===== config.mk =====
export PLATFORM = sky130hd
export DESIGN_NAME = mips_control_fsm
export DESIGN_NICKNAME = d
export VERILOG_FILES = /design/src/rtl/mips_control_fsm.sv
export SDC_FILE = /design/constraint.sdc
export NUM_CORES = 1
export LEC_CHECK = 0
export ABC_AREA = 1
export CORE_ASPECT_RATIO = 0.6
export CORE_MARGIN = 2
export CORE_UTILIZATION = 48
export DETAILED_ROUTE_END_ITERATION = 12
export GPL_TIMING_DRIVEN = 0
export PLACE_DENSITY = 0.8
export SKIP_LAST_GASP = 1
export SLEW_MARGIN = 0
export SYNTH_ARGS = -nofsm -noshare
export SYNTH_HDL_FRONTEND = slang
export SYNTH_SLANG_ARGS = --single-unit
export TNS_END_PERCENT = 30

===== constraint.sdc =====
create_clock -name clk -period 1.9 [get_ports clk]
set_clock_uncertainty 0.05 [all_clocks]
set_input_delay 0.38 -clock clk [delete_from_list [all_inputs] [get_ports clk]]
set_output_delay 0.38 -clock clk [all_outputs]
set_load 0.02 [all_outputs]

===== src/rtl/mips_control_fsm.sv =====
// mips_control_fsm
// Sequencing controller for the single-cycle MIPS datapath. It holds the
// datapath in reset for a few cycles after power-up and then runs freely or
// one instruction per step pulse. Control lines are decoded from the
// datapath's opcode/func/zero and only reach the datapath during an execute
// cycle. Cycle and retired-instruction counters feed the debug display.
module mips_control_fsm #(
  parameter int RST_CYCLES = 2,
  parameter int CW         = 16
) (
  input  logic          clk,
  input  logic          reset,
  input  logic [5:0]    opcode,
  input  logic [5:0]    func,
  input  logic          zero,
  input  logic          go,
  input  logic          step_mode,
  input  logic          step,
  input  logic          halt_req,
  output logic          regWrite,
  output logic          memRead,
  output logic          memWrite,
  output logic          memToReg,
  output logic          aluSrc,
  output logic          regDst,
  output logic [1:0]    pcSrc,
  output logic [2:0]    aluOp,
  output logic          dp_reset,
  output logic          pc_en,
  output logic [1:0]    state,
  output logic          illegal,
  output logic [CW-1:0] cycle_count,
  output logic [CW-1:0] instr_count
);

  typedef enum logic [1:0] {
    ST_RST_HOLD  = 2'b00,
    ST_RUN       = 2'b01,
    ST_STEP_WAIT = 2'b10,
    ST_HALT      = 2'b11
  } state_t;

  localparam logic [5:0] OP_RTYPE = 6'b000000;
  localparam logic [5:0] OP_LW    = 6'b100011;
  localparam logic [5:0] OP_SW    = 6'b101011;
  localparam logic [5:0] OP_BEQ   = 6'b000100;
  localparam logic [5:0] OP_ADDI  = 6'b001000;
  localparam logic [5:0] OP_J     = 6'b000010;
  localparam logic [5:0] OP_HALT  = 6'b111111;

  localparam logic [5:0] FN_ADD = 6'b100000;
  localparam logic [5:0] FN_SUB = 6'b100010;
  localparam logic [5:0] FN_AND = 6'b100100;
  localparam logic [5:0] FN_OR  = 6'b100101;
  localparam logic [5:0] FN_SLT = 6'b101010;
  localparam logic [5:0] FN_JR  = 6'b001000;

  localparam logic [2:0] ALU_AND = 3'b000;
  localparam logic [2:0] ALU_OR  = 3'b001;
  localparam logic [2:0] ALU_ADD = 3'b010;
  localparam logic [2:0] ALU_SUB = 3'b110;
  localparam logic [2:0] ALU_SLT = 3'b111;

  localparam logic [1:0] PC_SEQ    = 2'b00;
  localparam logic [1:0] PC_BRANCH = 2'b01;
  localparam logic [1:0] PC_REG    = 2'b10;
  localparam logic [1:0] PC_JUMP   = 2'b11;

  // The hold counter stops on its last value; dp_reset falling marks the end of the hold.
  localparam logic [3:0] HOLD_LAST = 4'(RST_CYCLES - 1);

  state_t      cur_state;
  logic [3:0]  hold_cnt;

  logic        dec_reg_write;
  logic        dec_mem_read;
  logic        dec_mem_write;
  logic        dec_mem_to_reg;
  logic        dec_alu_src;
  logic        dec_reg_dst;
  logic [1:0]  dec_pc_src;
  logic [2:0]  dec_alu_op;
  logic        dec_known;
  logic        dec_halt;
  logic        exec;

  assign state = cur_state;

  // An instruction executes every RUN cycle and on a step pulse while waiting; a halt request always wins.
  assign exec = !halt_req &&
                ((cur_state == ST_RUN) || ((cur_state == ST_STEP_WAIT) && step));

  // Raw decode of the instruction presented by the datapath, independent of sequencing.
  always_comb begin
    dec_reg_write  = 1'b0;
    dec_mem_read   = 1'b0;
    dec_mem_write  = 1'b0;
    dec_mem_to_reg = 1'b0;
    dec_alu_src    = 1'b0;
    dec_reg_dst    = 1'b0;
    dec_pc_src     = PC_SEQ;
    dec_alu_op     = ALU_AND;
    dec_known      = 1'b1;
    dec_halt       = 1'b0;
    case (opcode)
      OP_RTYPE: begin
        case (func)
          FN_ADD, FN_SUB, FN_AND, FN_OR, FN_SLT: begin
            dec_reg_dst    = 1'b1;
            dec_reg_write  = 1'b1;
            dec_mem_to_reg = 1'b1;
            case (func)
              FN_ADD:  dec_alu_op = ALU_ADD;
              FN_SUB:  dec_alu_op = ALU_SUB;
              FN_AND:  dec_alu_op = ALU_AND;
              FN_OR:   dec_alu_op = ALU_OR;
              default: dec_alu_op = ALU_SLT;
            endcase
          end
          FN_JR:   dec_pc_src = PC_REG;
          default: dec_known  = 1'b0;
        endcase
      end
      OP_LW: begin
        dec_alu_src   = 1'b1;
        dec_mem_read  = 1'b1;
        dec_reg_write = 1'b1;
        dec_alu_op    = ALU_ADD;
      end
      OP_SW: begin
        dec_alu_src   = 1'b1;
        dec_mem_write = 1'b1;
        dec_alu_op    = ALU_ADD;
      end
      OP_BEQ: begin
        dec_alu_op = ALU_SUB;
        dec_pc_src = zero ? PC_BRANCH : PC_SEQ;
      end
      OP_ADDI: begin
        dec_alu_src    = 1'b1;
        dec_reg_write  = 1'b1;
        dec_mem_to_reg = 1'b1;
        dec_alu_op     = ALU_ADD;
      end
      OP_J:    dec_pc_src = PC_JUMP;
      OP_HALT: dec_halt   = 1'b1;
      default: dec_known  = 1'b0;
    endcase
  end

  // Gate the decode onto the datapath; nothing moves outside an execute cycle and halt freezes the PC.
  always_comb begin
    regWrite = exec & dec_reg_write;
    memRead  = exec & dec_mem_read;
    memWrite = exec & dec_mem_write;
    memToReg = exec & dec_mem_to_reg;
    aluSrc   = exec & dec_alu_src;
    regDst   = exec & dec_reg_dst;
    pcSrc    = exec ? dec_pc_src : PC_SEQ;
    aluOp    = exec ? dec_alu_op : ALU_AND;
    pc_en    = exec & ~dec_halt;
  end

  // Sequencing state, datapath reset hold, sticky illegal flag and debug counters.
  always_ff @(posedge clk or negedge reset) begin
    if (!reset) begin
      cur_state   <= ST_RST_HOLD;
      hold_cnt    <= 4'd0;
      dp_reset    <= 1'b1;
      illegal     <= 1'b0;
      cycle_count <= '0;
      instr_count <= '0;
    end else begin
      if (exec) begin
        instr_count <= instr_count + CW'(1);
        if (cur_state == ST_RUN) begin
          cycle_count <= cycle_count + CW'(1);
        end
        if (!dec_known) begin
          illegal <= 1'b1;
        end
      end
      case (cur_state)
        ST_RST_HOLD: begin
          if (dp_reset) begin
            if (hold_cnt == HOLD_LAST) begin
              dp_reset <= 1'b0;
            end else begin
              hold_cnt <= hold_cnt + 4'd1;
            end
          end else if (go) begin
            cur_state <= step_mode ? ST_STEP_WAIT : ST_RUN;
          end
        end
        ST_RUN: begin
          if (halt_req || dec_halt) begin
            cur_state <= ST_HALT;
          end else if (step_mode) begin
            cur_state <= ST_STEP_WAIT;
          end
        end
        ST_STEP_WAIT: begin
          if (halt_req || (step && dec_halt)) begin
            cur_state <= ST_HALT;
          end else if (!step_mode && go) begin
            cur_state <= ST_RUN;
          end
        end
        ST_HALT: begin
          if (go && !halt_req) begin
            cur_state <= step_mode ? ST_STEP_WAIT : ST_RUN;
          end
        end
        default: cur_state <= ST_RST_HOLD;
      endcase
    end
  end

endmodule


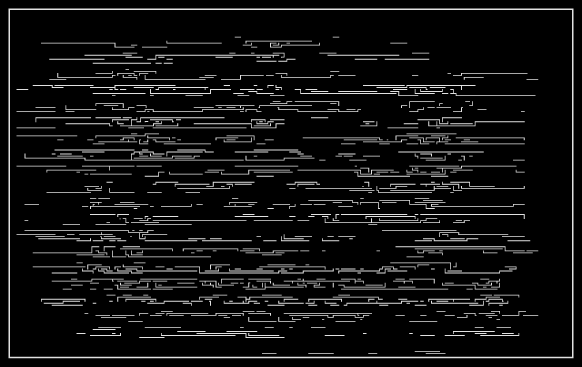
Figure 1: run 1, the metal 1 layer.
main direction: horizontal
share of all routed wire: 46%
wire length on this layer: 2730 microns
via count: 2217
GR Util met1: 0.312

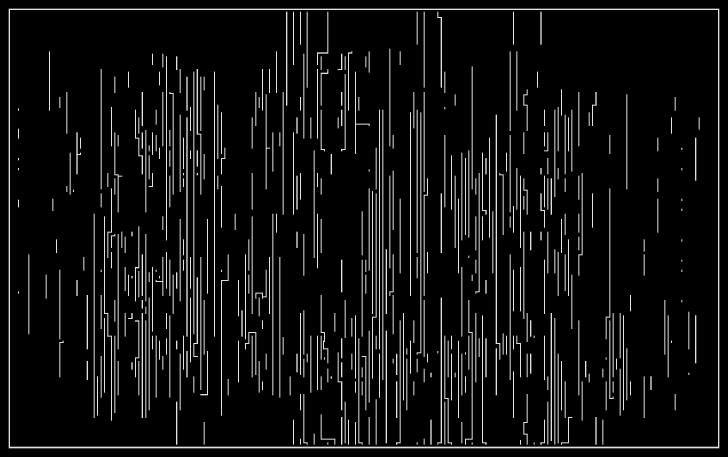
Figure 2: run 1, M2 wires.
wire length on this layer: 2760 microns
longest straight run: 36.0 microns
share of all routed wire: 47%
main direction: vertical
nets with wire on the layer: 338

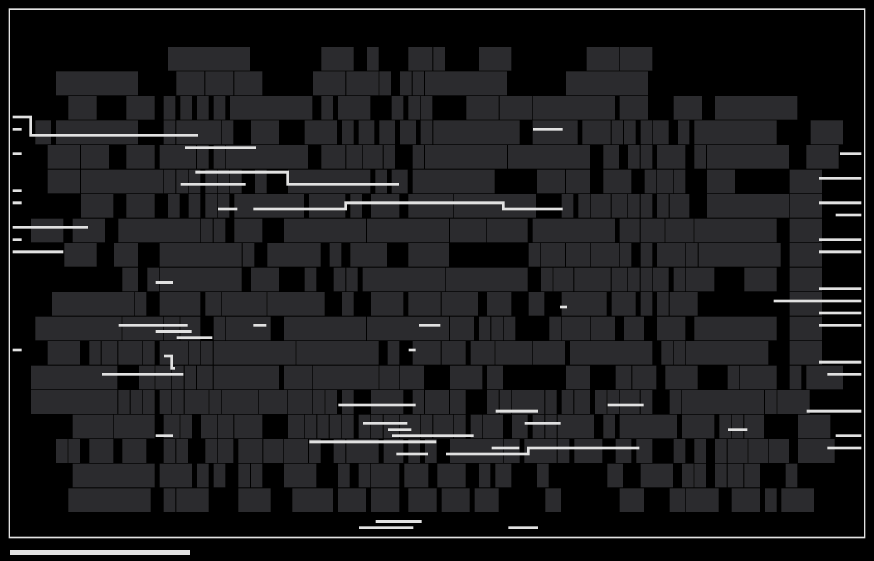
Figure 3: run 1, M3 wires.
Bar = 20 microns.
main direction: horizontal
share of all routed wire: 5.2%
longest straight run: 18.4 microns

==> flow_summary.ini, run 1 <==
; physical design summary
[run_status]
status = finished, violations left
violations = setup timing

[sta]
maxSlewHeadroom = 0.428
drv_slew = 0
holdWs_ps = 139
fmax_mhz = 467
setup_viol = 16
setup_ws_ps = -243
tns_ps = -2180

[synthesis]
mux_share = 0
synthTopCellsByCount = nand2_1 (74), inv_1 (42), dfrtp_1 (39), nor2_1 (35), nand3_1 (25)
ys_sh_adder = 0.0422
ff_type = dfrtp_1
netlist_top_cells_area = dfrtp_1 (41%), nand2_1 (12%), inv_1 (6.6%)
fp_nets = 325
syn_avg_cell_area_sq_um = 7.96
syn_inst = 298
top_cell_area_share = 0.411

[final_layout]
finalNonFillerCells = 454
buf_share = 0.222
seq_area_frac = 0.290
lay_top_cells = nand2_1 (71), clkdlybuf4s50_1 (44), dfrtp_1 (37), inv_1 (33), nor2_1 (29)
largest_class = multi-input combinational cells

[critical_path]
crit_family = flip-flops
crit_type = flip-flop to output pin
worst_path_largest_cell_delay_ps = 450
timing.rr.start = state[1]
critPathCaptureType = output pin

[cts]
tritoncts = done
clk_pin_slew_worst_paths_ps = 70

[routing]
postRouteAntennaNets = 0
via_per_inst = 4.88
wl_met1_microns = 2730
top_layer = met4
routedWlPerCell_microns = 13.0

[global_routing]
grt_max_degree = 41

[die]
chipArea_sq_mm = 0.00554
die_h_microns = 58.5
pin_count = 67

[power]
p_seq_frac = 0.354
netSwitchingFraction = 0.394
==> run 2: changes to the inputs <==
- ABC_AREA: 1 -> 0
- CORE_UTILIZATION: 48 -> 47
==> flow_summary.ini, run 2 <==
; physical design summary
[sta]
drv_slew = 0
holdWs_ps = 135
setup_viol = 29
maxSlewHeadroom = 0.439
setup_ws_ps = -421
fmax_mhz = 431

[routing]
top_layer = met4
postRouteAntennaNets = 0
via_count = 1951
wl_met1_microns = 2920
via_per_inst = 5.20

[cts]
clk_pin_slew_worst_paths_ps = 80

[die]
pin_count = 67
die_h_microns = 56.6

[synthesis]
mux_share = 0.0248
synthTopCellsByCount = dfrtp_1 (39), nand2_1 (26), xnor2_1 (25), nor2_1 (20), nand3_1 (12)
ys_sh_adder = 0.0462
netlist_top_cells_area = dfrtp_1 (45%), xnor2_1 (10%), ha_1 (4.6%)
fp_nets = 242
syn_inst = 215
ff_type = dfrtp_1
top_cell_area_share = 0.451
syn_avg_cell_area_sq_um = 10.1

[run_status]
status = finished, violations left
violations = setup timing

[power]
netSwitchingFraction = 0.357
p_seq_frac = 0.339

[final_layout]
finalNonFillerCells = 375
largest_class = multi-input combinational cells
seq_area_frac = 0.297
buf_share = 0.255
lay_top_cells = clkdlybuf4s50_1 (41), dfrtp_1 (37), buf_4 (28), nand2_1 (25), xnor2_1 (25)

[global_routing]
grt_use_met1 = 0.367
grt_max_degree = 41

[critical_path]
critPathCaptureType = output pin
timing.rr.start = state[0]
crit_type = flip-flop to output pin
worst_path_largest_cell_delay_ps = 450
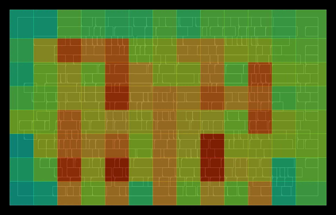
Figure 4: run 2, congestion heat map.
WL/cell: 14.8 microns
met2 Use GR: 0.317

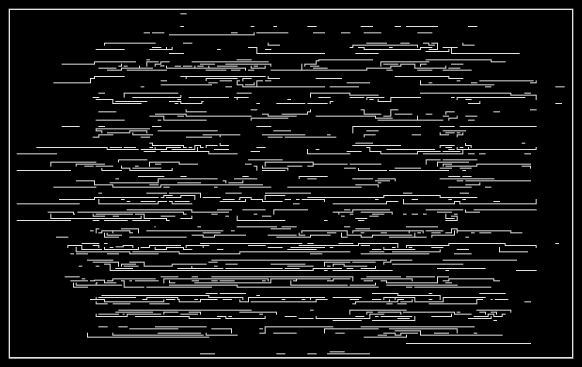
Figure 5: run 2, the metal 1 layer.
longest straight run: 33.1 microns
wire length on this layer: 2920 microns

==> run 3: changes to the inputs <==
--- a/constraint.sdc
+++ b/constraint.sdc
@@ -4,2 +4,2 @@
 set_output_delay 0.38 -clock clk [all_outputs]
-set_load 0.02 [all_outputs]
+set_load 0.005 [all_outputs]
==> flow_summary.ini, run 3 <==
; physical design summary
[run_status]
status = finished, violations left
violations = setup timing

[synthesis]
ff_type = dfrtp_1
syn_avg_cell_area_sq_um = 10.1
syn_inst = 215
mux_share = 0.0248
fp_nets = 242
ys_sh_adder = 0.0462
top_cell_area_share = 0.451

[sta]
setup_viol = 20
holdWs_ps = 130
setup_ws_ps = -377
tns_ps = -4260
drv_slew = 0
maxSlewHeadroom = 0.433

[final_layout]
buffers = 100
lay_top_cells = clkdlybuf4s50_1 (40), dfrtp_1 (37), buf_4 (29), nand2_1 (25), xnor2_1 (25)
drive_above_1_share = 0.307
buf_share = 0.259
largest_class = multi-input combinational cells
finalNonFillerCells = 382

[critical_path]
critPathCaptureType = output pin
worst_path_largest_cell_delay_ps = 420
timing.rr.start = state[0]
crit_type = flip-flop to output pin
rr_endpoint = cycle_count[15]
crit_family = simple AND/OR/NAND/NOR gates

[routing]
top_layer = met4
via_count = 2005
postRouteAntennaNets = 0
drc = 0
via_per_inst = 5.25

[global_routing]
gr-usage-met2 = 0.334
grt_max_degree = 41

[power]
netSwitchingFraction = 0.324
p_seq_frac = 0.359

[die]
die_h_microns = 56.6
core_region_area_sq_mm = 0.00449
pin_count = 67
chipArea_sq_mm = 0.00518

[cts]
tritoncts = done
clk_pin_slew_worst_paths_ps = 80
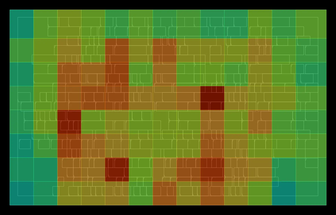
Figure 6: run 3, congestion heat map.
GR Util met1: 0.353
gr busiest metal: met1
WL/cell: 15.3 microns

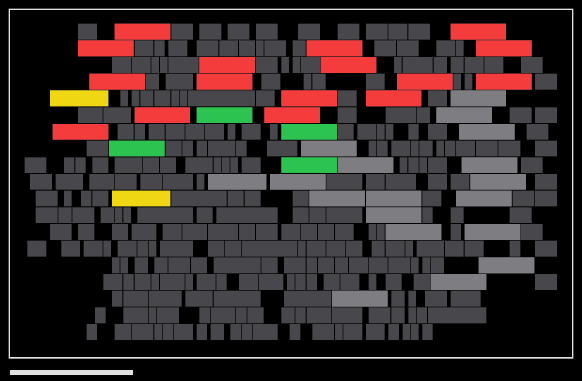
Figure 7: run 3, where the registers sit.
Bar = 20 microns.
| color | name in the netlist | flops |
|---|---|---|
| red | `cycle_count` | 16 |
| yellow | `state` | 2 |
| green | `hold_cnt` | 4 |
not colored: 18
seq pwr: 1.13 mW
flop share of the area: 0.297
register area: 0.00100 sq mm

Power and IR drop assume default switching activity.
